Figure 1. Congestion heat map (run 1).
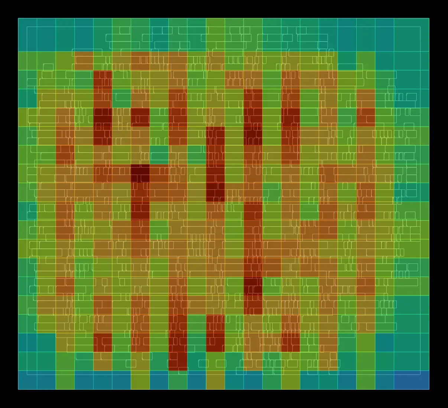
Figure 2. Drive-strength map (run 1).
(2 px per µm)
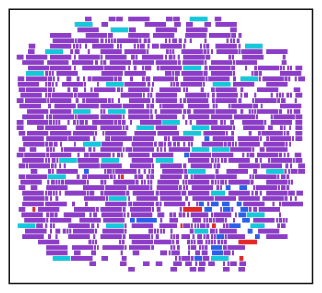
Figure 3. Placement by cell class (run 1).
(2 px per µm) Fill, decap, tap and diode cells in grey.
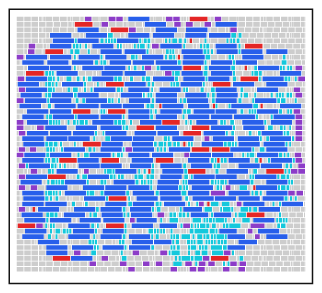
==> config.mk <==
export PLATFORM = sky130hd
export DESIGN_NAME = sd_dat_tx_fifo
export DESIGN_NICKNAME = d
export VERILOG_FILES = /design/src/rtl/sd_dat_tx_fifo.sv
export SDC_FILE = /design/constraint.sdc
export NUM_CORES = 1
export LEC_CHECK = 0
export ABC_AREA = 1
export ABC_CLOCK_PERIOD_IN_PS = 8300
export CAP_MARGIN = 10
export CORE_ASPECT_RATIO = 0.9
export CORE_MARGIN = 3
export CORE_UTILIZATION = 57
export CTS_CLUSTER_SIZE = 10
export DETAILED_ROUTE_END_ITERATION = 8
export GPL_ROUTABILITY_DRIVEN = 0
export MAX_ROUTING_LAYER = met4
export PLACE_DENSITY = 0.78
export SLEW_MARGIN = 20
export SYNTH_ARGS = -nofsm -noshare
export SYNTH_HDL_FRONTEND = slang
export SYNTH_SLANG_ARGS = --single-unit
==> constraint.sdc <==
create_clock -name clock -period 8.3 [get_ports clock]
set_input_delay 1.245 -clock clock [delete_from_list [all_inputs] [get_ports clock]]
set_output_delay 1.245 -clock clock [all_outputs]
set_load 0.02 [all_outputs]
==> src/rtl/sd_dat_tx_fifo.sv <==
// sd_dat_tx_fifo: first-word-fall-through word FIFO feeding the SD DAT parallel-to-serial stage
//   clock        rising-edge system clock
//   reset        asynchronous active-low reset
//   flush        synchronous clear of pointers, count and error flags; discards push/pop
//   push/data_in enqueue a word; accepted when not full, or when full with a pop
//   pop          consume the head word; refused when empty
//   data_out     head word, zero while empty
//   fifo_full, fifo_empty, almost_full, almost_empty, count: occupancy status
//   overflow/underflow: sticky refused-push/refused-pop flags, present only when
//   SD_FIFO_ERR_FLAGS_EN is defined
module sd_dat_tx_fifo #(
   parameter int DATA_WIDTH = 32,
   parameter int DEPTH      = 8,
   parameter int AF_LEVEL   = 6,
   parameter int AE_LEVEL   = 1,
   localparam int AW        = $clog2(DEPTH)
) (
   input  logic                  clock,
   input  logic                  reset,
   input  logic                  flush,
   input  logic                  push,
   input  logic [DATA_WIDTH-1:0] data_in,
   input  logic                  pop,
   output logic [DATA_WIDTH-1:0] data_out,
   output logic                  fifo_full,
   output logic                  fifo_empty,
   output logic                  almost_full,
   output logic                  almost_empty,
   output logic [AW:0]           count
`ifdef SD_FIFO_ERR_FLAGS_EN
   ,
   output logic                  overflow,
   output logic                  underflow
`endif
);
   localparam logic [AW:0] FULL_CNT = (AW+1)'(DEPTH);
   localparam logic [AW:0] AF_CNT   = (AW+1)'(AF_LEVEL);
   localparam logic [AW:0] AE_CNT   = (AW+1)'(AE_LEVEL);
   logic [DATA_WIDTH-1:0] mem [DEPTH];
   logic [AW-1:0]         wr_ptr, rd_ptr;
   logic                  wr_en, rd_en;
   assign fifo_full    = count == FULL_CNT;
   assign fifo_empty   = count == '0;
   assign almost_full  = count >= AF_CNT;
   assign almost_empty = count <= AE_CNT;
   // a pop frees the slot being written, so a full FIFO still takes a push alongside a pop
   assign wr_en    = push && (!fifo_full || pop) && !flush;
   assign rd_en    = pop && !fifo_empty && !flush;
   assign data_out = fifo_empty ? '0 : mem[rd_ptr];
   always_ff @(posedge clock)
      if (wr_en) mem[wr_ptr] <= data_in;
   always_ff @(posedge clock or negedge reset)
      if (!reset) begin
         wr_ptr <= '0;
         rd_ptr <= '0;
         count  <= '0;
      end else if (flush) begin
         wr_ptr <= '0;
         rd_ptr <= '0;
         count  <= '0;
      end else begin
         if (wr_en) wr_ptr <= wr_ptr + 1'b1;
         if (rd_en) rd_ptr <= rd_ptr + 1'b1;
         if (wr_en && !rd_en) count <= count + 1'b1;
         else if (rd_en && !wr_en) count <= count - 1'b1;
      end
`ifdef SD_FIFO_ERR_FLAGS_EN
   always_ff @(posedge clock or negedge reset)
      if (!reset) begin
         overflow  <= 1'b0;
         underflow <= 1'b0;
      end else begin
         overflow  <= !flush && (overflow || (push && fifo_full && !pop));
         underflow <= !flush && (underflow || (pop && fifo_empty));
      end
`endif
endmodule

==> job_summary.md, run 1 <==
### Yosys + OpenROAD results

| Metric | Value |
|---|---|
| Area of the mapped netlist | 0.0108 mm² |
| Synth Area in Adders | 0.813% |
| Routed wirelength normalized by instance count | 18.5 µm |
| Rel. slew slack | 27.2% |
| Clock-cell share | 6.55% |
| Post-detailed-routing wire length | 22000 µm |
| Topmost layer with routed signal wires | met4 |
| Power Total | 4.29 mW |
| Global routing usage summed across all routing layers | 22.1% |
| Total count of hold-check failures in the final report | 0 |
| First-pass GRT wire length | 34300 µm |
| Run status | finished clean |
| Net count after synthesis | 907 |
| Storage element area | 0.00794 mm² |
| Clock transition at the register clock pins on the worst setup and hold paths after CTS | 60 ps |
| Setup repair after global routing missed its margin | false |
| Post-Syn Area per Cell | 12.5 µm² |
| Chip Area | 0.0206 mm² |
| Met2 Routed Length | 10400 µm |
| Count of instantiated cells in the yosys netlist | 863 |
| Maximum capacitance violations | 0 |
| Met1 WL | 9720 µm |
| First-pass DRT Iterations | 5 |
| Maximum clock frequency | 0.191 GHz |
| Count of buffers from port buffering | 76 |
| Depth of the CTS H-tree | 1 |
| Sort of element at the end of the critical path | output pin |
| CTS Buf Count | 30 |
| Max VDD drop | 0.000242 V |
| Kind of path behind the tightest hold check | reg -> reg |
| TritonCTS clock tree | done |
| Setup TNS | 0 ps |
| Total overflow reported by the global router | 0 |
| Final Max Slew Viols | 0 |
| Total cell area reported by yosys after synthesis | 0.0108 mm² |
| Antenna Cells | 1 |
| Number of synthesis warnings | 0 |
| Area fraction in and, or, nand and nor cells | 11.5% |
| Multi-input combinational area share | 20.6% |
| Dominant kind of combinational cell | simple AND/OR/NAND/NOR gates |
| Setup-violating endpoint count in the final report | 0 |
| Synth mux share | 0% |
| Number of DRC markers after the initial detailed-route iteration | 723 |
| Leading area contributor after synthesis | edfxtp_1 |
Notes on Figure 1 above:
busiest metal layer after global routing: met2
Global Route met1 Usage: 31.3%
final core utilization: 68.2%

Notes on Figure 2 above:
| size | colour | cells |
|---|---|---|
| _6 and larger | cyan | 34 |
| _0 and _1 cells | purple | 877 |
| _3 and _4 cells | blue | 23 |
| _2 cells | red | 7 |
count of buffers not belonging to the clock network in the layout: 87
final setup margin: 3060 ps
Finished Cell Area: 0.0126 mm²
layout-stage area growth over the synthesis result: 17.0%

Notes on Figure 3 above:
| class | colour | cells | share of their area |
|---|---|---|---|
| combinational and other logic | cyan | 544 | 22% |
| flops | blue | 266 | 65% |
| other buffers and delay cells | purple | 87 | 7.1% |
| clock drivers and dummy loads | red | 44 | 6.7% |
CORE AREA: 0.0185 mm²
sequential portion of the cell area: 63.0%

run 1: worst max-delay path: stages (launching register included):
cell             delay [ps]
dfrtp_4                 740
clkinv_2                930
buf_4                   630
o21ai_0                 250
o211ai_1                130
nand2_1                 120
nor2_1                   80
clkdlybuf4s50_1         540
run 1: report_power, final:
part | switching [mW] | internal, mW
combinational | 1.00 | 0.583
clock | 0.456 | 0.671
sequential | 0.0593 | 1.52
total | 1.52 | 2.77
run 1: per-stage QoR:
| stage | instance area [µm²] | hold slack, ps | std cells | util (%) | setup slack, ps |
|---|---|---|---|---|---|
| after global placement | 11700 | 579 | 1140 | 63.5 | 3730 |
| after CTS | 12600 | 607 | 1184 | 68.0 | 3040 |
| after floorplan | 10800 | 549 | 863 | - | 4710 |
| final | 12600 | 613 | 1187 | 68.2 | 3060 |
| after global routing | 12600 | 627 | 1187 | 68.2 | 2710 |
| after detailed placement | 11700 | 599 | 1140 | 63.5 | 3670 |
run 1: cell families (layout without fill, tap and decap cells):
| logic type | after synthesis | in the layout |
|---|---|---|
| xor+xnor | 4 | 4 |
| other cells | 0 | 1 |
| compound gates | 202 | 202 |
| simple gates | 315 | 315 |
| flops | 266 | 266 |
| fa+ha+maj | 7 | 7 |
| buf+inv | 69 | 147 |
run 1: flip-flops by register name, indices dropped and copies added, names as in the netlist:
name,cells
rd_ptr,3
mem,256
wr_ptr,3
count,4
run 1: synth_stat cells:
| cell | count |
|---|---|
| o21a_1 | 1 |
| ha_1 | 7 |
| nor3_1 | 1 |
| nor2_8 | 1 |
| nand4_1 | 2 |
| buf_4 | 1 |
| or2_2 | 1 |
| buf_2 | 18 |
| nor2_2 | 1 |
| nand3_1 | 10 |
| a21oi_1 | 1 |
| dfrtp_1 | 10 |
| nand2_1 | 62 |
| a21oi_4 | 3 |
| edfxtp_1 | 256 |
| o21ai_1 | 1 |
| nand3b_1 | 1 |
| xor2_1 | 3 |
| inv_2 | 1 |
| o211ai_1 | 32 |
| inv_1 | 15 |
| nand2_4 | 2 |
| o22ai_1 | 32 |
| o31ai_1 | 1 |
| buf_6 | 2 |
| clkbuf_1 | 31 |
| buf_1 | 1 |
| o21ai_0 | 131 |
| xnor2_1 | 1 |
| nor2_1 | 234 |
run 1: worst paths after layout:
check,from,to,cells past startpoint
max in group asynchronous,reset,rd_ptr[0]$_DFFE_PN0P_,1
min in group asynchronous,reset,wr_ptr[2]$_DFFE_PN0P_,1
hold reg to reg,wr_ptr[2]$_DFFE_PN0P_,wr_ptr[2]$_DFFE_PN0P_,3
setup reg to reg,count[0]$_DFFE_PN0P_,mem[6][13]$_DFFE_PP_,10
hold / removal,wr_ptr[2]$_DFFE_PN0P_,wr_ptr[2]$_DFFE_PN0P_,3
setup / recovery,rd_ptr[0]$_DFFE_PN0P_,data_out[21],7
run 1: metal layers:
layer  vias up  GRT usage [%]
met4         0           6.29
met5         -              -
met3        34           3.50
met1      3351           31.3
li1       3227              -
met2       245           33.8
==> run 2, diff against run 1 <==
- ABC_CLOCK_PERIOD_IN_PS: 8300 -> 4600
- CORE_UTILIZATION: 57 -> 53
- PLACE_DENSITY: 0.78 -> 0.76
- clock period: 8.3 -> 4.6 ns (I/O delays scaled with it)
Figure 4. Placement by cell class (run 2).
(2 px per µm) Fill, decap, tap and diode cells in grey.
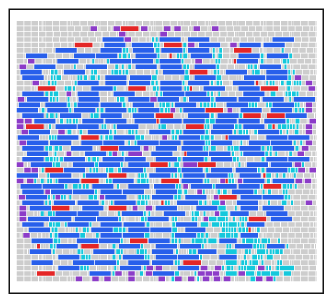
| class | colour | cells | share of their area |
|---|---|---|---|
| combinational and other logic | cyan | 544 | 21% |
| flops | blue | 266 | 64% |
| clock drivers and dummy loads | red | 44 | 6.7% |
| other buffers and delay cells | purple | 97 | 7.6% |
CORE AREA: 0.0196 mm²
Finished Cell Area: 0.0127 mm²

==> run 2 against run 1 <==
Wire length is 5.7% higher. Hold slack lost 110 ps. Combinational power is 78% higher. Highest routed layer unchanged. Design area grew 0.63%. Clock skew fell by 3.9 ps. Clock power up 81%. First-iteration DRC count decreased by 26%. Sequential cell count did not move. Register-to-register slack worse by 3500 ps. Synthesized cell count unchanged. Global-route usage shrank 0.56 points. Critical endpoint unchanged. Utilization fell by 3.5 points.
==> job_summary.md, run 2 <==
### Yosys + OpenROAD results

| Metric | Value |
|---|---|
| Maximum clock frequency | 0.255 GHz |
| Synth mux share | 0% (unchanged) |
| Share of async-settable or async-resettable flops after synthesis | 3.76% (unchanged) |
| Routed wirelength normalized by instance count | 19.3 µm (was 18.5 µm) |
| Post-Syn Area per Cell | 12.5 µm² (unchanged) |
| Number of synthesis warnings | 0 (unchanged) |
| Register with the most flip-flops | mem (unchanged) |
| Delay of the slowest critical-path stage | 840 ps (was 930 ps) |
| Count of library flops with an enable pin | 256 (unchanged) |
| Met2 Routed Length | 10900 µm (was 10400 µm) |
| Sequential Power Share | 37.7% (was 36.8%) |
| Max VDD drop | 0.000509 V (was 0.000242 V) |
| Switching share of total power | 35.7% (was 35.4%) |
| Critical path buffer and inverter count | 2 (was 3) |
| Sort of element at the end of the critical path | output pin (unchanged) |
| Chip Area | 0.0221 mm² (was 0.0206 mm²) |
| Global routing usage summed across all routing layers | 21.5% (was 22.1%) |
| Final hold slack | 501 ps (was 613 ps) |
| Critical Path Most Common Cell | nor2_1 |
| Antenna Cells | 0 (was 1) |
| Run status | finished clean (unchanged) |
| Count of instantiated cells in the yosys netlist | 863 (unchanged) |
| Cell Int Power | 5.03 mW (was 2.77 mW) |
| Maximum capacitance violations | 0 (unchanged) |
| Final Max Slew Viols | 0 (unchanged) |
| Cell with the most instances after synthesis | edfxtp_1 (unchanged) |
| Slowest-stage cell, CP | dfrtp_4 (was clkinv_2) |
| Clock share of power | 26.2% (was 26.3%) |
Figure 5. Signal wires on met3 (run 2).
(3 px per µm)
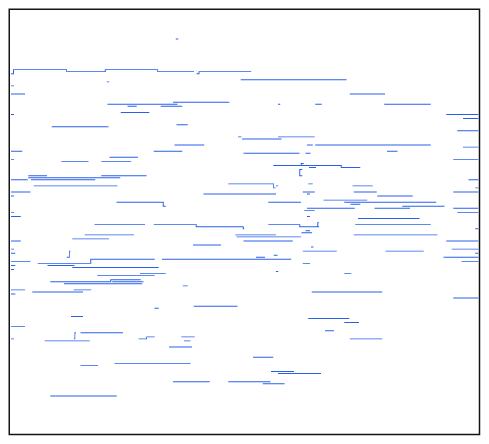
wire length on this layer: 1590 µm
main direction: horizontal
nets with wire on the layer: 86
longest straight run: 42.8 µm
share of all routed wire: 6.8%
via total after detailed routing: 6937
met3 Track Usage GR: 3.07%
post-detailed-routing wire length: 23200 µm

## run 2: cell counts after synthesis
No cell type changed its count.
## run 2: path summary, 6_finish.rpt
check,from,endpoint,slack [ps],cells past startpoint
worst max-delay path,rd_ptr[0]$_DFFE_PN0P_,data_out[21],680,8
worst min-delay path,reset,rd_ptr[0]$_DFFE_PN0P_,500,1
worst max register to register,count[1]$_DFFE_PN0P_,mem[2][15]$_DFFE_PP_,1620,10
worst min register to register,wr_ptr[0]$_DFFE_PN0P_,wr_ptr[0]$_DFFE_PN0P_,590,2
max in group asynchronous,reset,rd_ptr[0]$_DFFE_PN0P_,3720,1
min in group clock,wr_ptr[0]$_DFFE_PN0P_,wr_ptr[0]$_DFFE_PN0P_,590,2
## run 2: layout make-up
cell class | instances | share of cell area, %
multi-input combinational | 528 | 20.5
tap | 250 | 2.47
clock buffer | 43 | 6.47
timing repair buffer | 97 | 7.44
clock inverter | 1 | 0.0395
inverter | 16 | 0.483
sequential | 266 | 62.6
## run 2: through the flow
step	instance area [µm²]	power (mW)	std cells	utilization, %	worst slack, ps
floorplan	10800	4.70	863	-	1220
global placement	11900	5.75	1157	60.6	1310
detailed placement	11900	5.81	1157	60.6	1300
CTS	12700	7.86	1201	64.8	722
global route	12700	8.25	1201	64.8	500
finish	12700	7.82	1201	64.8	676
## run 2: cell families (layout without fill, tap and decap cells)
| family | after synthesis | count (layout) |
|---|---|---|
| adder cells (fa/ha/maj) | 7 | 7 |
| flip-flops | 266 | 266 |
| AND/OR/NAND/NOR | 315 | 315 |
| AND-OR/OR-AND | 202 | 202 |
| XOR/XNOR | 4 | 4 |
| buffers and inverters | 69 | 157 |
## run 2: layer usage
| metal | track usage (%) | up-vias |
|---|---|---|
| met5 | - | - |
| met4 | 5.07 | 0 |
| met3 | 3.07 | 37 |
| met2 | 32.3 | 274 |
| met1 | 31.7 | 3378 |
| li1 | - | 3248 |
## run 2: power by group through the flow
stage | clock network, mW | registers (mW) | logic, mW
3_5_place_dp | 0 | 3.00 | 2.81
3_3_place_gp | 0 | 2.99 | 2.76
4_1_cts | 2.09 | 2.95 | 2.83
6_report | 2.05 | 2.95 | 2.82
2_1_floorplan | 0 | 2.84 | 1.86
5_1_grt | 2.19 | 2.97 | 3.10
## run 2: worst reg2reg max path, stage by stage, from the launching register on
cell and delay (ps):
dfrtp_1 540, inv_1 150, ha_1 250, nand2_1 100
nor2_2 60, a21oi_4 280, nand2_1 110, inv_1 100
nand2_1 230, nor2_4 560, buf_4 310
==> run 3, diff against run 2 <==
- CORE_UTILIZATION: 53 -> 42
- PLACE_DENSITY: 0.76 -> not set
Figure 6. Placement by cell class (run 3).
(2 px per µm) Fill, decap, tap and diode cells in grey.
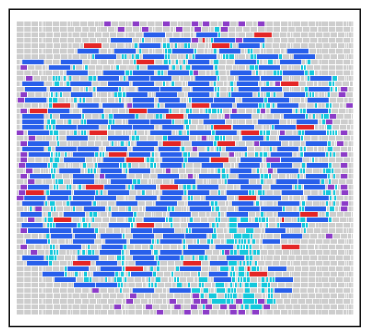
| class | colour | cells | share of their area |
|---|---|---|---|
| flops | blue | 266 | 65% |
| clock drivers and dummy loads | red | 34 | 6.4% |
| combinational and other logic | cyan | 544 | 22% |
| other buffers and delay cells | purple | 93 | 7.3% |
Finished Cell Area: 0.0127 mm²
final core utilization: 51.4%
CORE AREA: 0.0247 mm²
sequential portion of the cell area: 62.5%

==> run 3 against run 2 <==
Clock power shrank 2%. Clock skew grew 7.6 ps. Combinational power grew 2%. Sequential cell count is the same. Design area grew 0.21%. Hold slack lost 24 ps. Via count shrank 3.2%. Largest cell class unchanged. Fmax grew 0.40%.
==> job_summary.md, run 3 <==
### Yosys + OpenROAD results

| Metric | Value |
|---|---|
| Final hold slack | 477 ps (was 501 ps) |
| Setup-violating endpoint count in the final report | 0 (unchanged) |
| Kind of path behind the tightest hold check | in -> async (unchanged) |
| Clock transition at the register clock pins on the worst setup and hold paths after CTS | 50 ps (about the same) |
| Setup TNS | 0 ps (unchanged) |
| Final setup margin | 691 ps (was 676 ps) |
| Rel. slew slack | 29.3% (was 36.4%) |
| Source of the critical timing path | rd_ptr[1]$_DFFE_PN0P_ (was rd_ptr[0]$_DFFE_PN0P_) |
| Commonest cells in the netlist | edfxtp_1, nor2_1, o21ai_0 (unchanged) |
| Final Max Slew Viols | 0 (unchanged) |
| Critical path, cell by cell | buf_4, o21ai_0, o22ai_1, nor2_1, nor2_1, clkdlybuf4s50_1 (was buf_4, nor2_1, nor2_1, o21ai_0, o211ai_1, nand2_1, nor2_1, clkdlybuf4s50_1) |
| Primary FF master, synth | edfxtp_1 (unchanged) |
| TritonCTS clock tree | done (unchanged) |
| Critical Path Most Common Cell | nor2_1 (unchanged) |
| Routed wirelength normalized by instance count | 18.4 µm (was 19.3 µm) |
| Antenna Cells | 0 (unchanged) |
| Place WS | 1150 ps (was 1300 ps) |
| Number of flip-flops in the largest register | 256 (unchanged) |
| Cell with the most instances after synthesis | edfxtp_1 (unchanged) |
| Run status | finished clean (unchanged) |
| Count of instantiated cells in the yosys netlist | 863 (unchanged) |
Figure 7. Signal wires on met3 (run 3).
(3 px per µm)
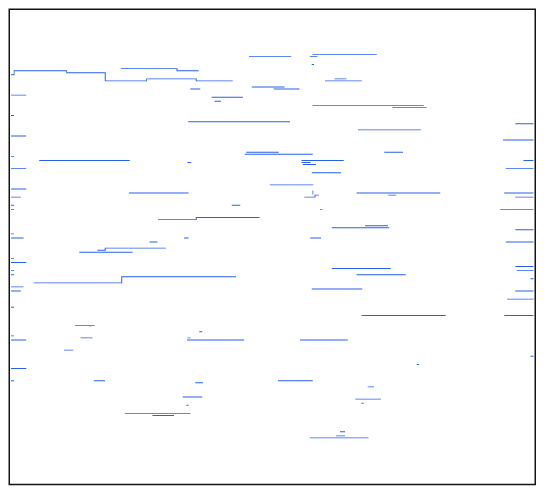
longest straight run: 38.0 µm
wire length on this layer: 1020 µm
nets with wire on the layer: 73
share of all routed wire: 4.4%
met3 Track Usage GR: 2.49%
post-detailed-routing wire length: 23400 µm
via total after detailed routing: 6712

run 3: cell counts after synthesis:
Identical to the previous run, type by type.
run 3: layout make-up:
| class | count | area, µm² | share of cell area [%] |
|---|---|---|---|
| Multi-Input combinational cell | 528 | 2590 | 20.4 |
| Inverter | 16 | 61.3 | 0.482 |
| Clock inverter | 1 | 3.75 | 0.0295 |
| Tap cell | 336 | 420 | 3.31 |
| Timing Repair Buffer | 93 | 901 | 7.09 |
| Clock buffer | 33 | 783 | 6.16 |
| Sequential cell | 266 | 7940 | 62.5 |
run 3: worst max-delay path: cells and delay by family, from the launching register on:
| family | cells | cell delay [ps] |
|---|---|---|
| buffers and inverters | 2 | 1370 |
| AND/OR/NAND/NOR | 2 | 200 |
| flip-flops | 1 | 350 |
| AND-OR/OR-AND | 2 | 690 |
run 3: kinds of logic (layout without fill, tap and decap cells):
group / Yosys count / count (layout) / share of synthesized area, %
simple gates: 315 / 315 / 11.5
flops: 266 / 266 / 73.7
compound gates: 202 / 202 / 10.9
buf+inv: 69 / 143 / 2.79
fa+ha+maj: 7 / 7 / 0.813
xor+xnor: 4 / 4 / 0.325
run 3: per-layer routing:
metal,GRT usage [%],wire (µm),vias to the layer above
met3,2.49,1020,30
met2,28.1,11100,164
met1,24.5,10900,3289
met5,-,0,-
li1,-,-,3229
met4,3.04,346,0
run 3: worst paths after layout:
check | to | cells after the start | slack (ps)
max | data_out[7] | 6 | 690
min | count[1]$_DFFE_PN0P_ | 1 | 480
max reg2reg | mem[0][14]$_DFFE_PP_ | 10 | 1480
min reg2reg | wr_ptr[0]$_DFFE_PN0P_ | 2 | 610
max in group asynchronous | rd_ptr[0]$_DFFE_PN0P_ | 1 | 3770
min in group clock | wr_ptr[0]$_DFFE_PN0P_ | 2 | 610
run 3: where the power goes:
part	switching [mW]	internal [mW]
clock network	0.829	1.18
logic	1.81	1.07
registers	0.153	2.74
run 3: metrics by stage:
| stage | power [mW] | instances | utilization, % |
|---|---|---|---|
| finish | 7.77 | 1273 | 51.4 |
| global route | 8.24 | 1273 | 51.4 |
| CTS | 7.85 | 1273 | 51.4 |
| detailed placement | 5.84 | 1239 | 48.2 |
| global placement | 5.83 | 1239 | 48.2 |
| floorplan | 4.70 | 863 | - |

==> layout pictures side by side <==
Gate-type map.
(2 px per µm)
shot_01.png
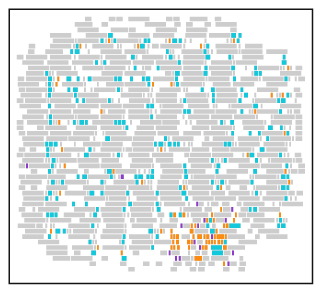
shot_02.png
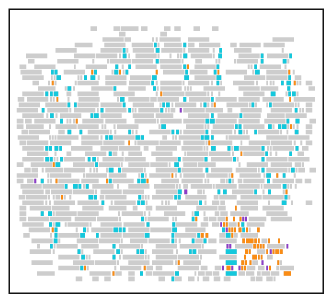
run 1: shot_01.png
run 2: shot_02.png

Key to shot_02.png:
| family | colour | cells | most used |
|---|---|---|---|
| inverters | purple | 16 | inv_1 |
| inverting AOI/OAI gates | cyan | 201 | o21ai_0 |
| NAND gates | orange | 77 | nand2_1 |

Power and IR drop assume default switching activity.
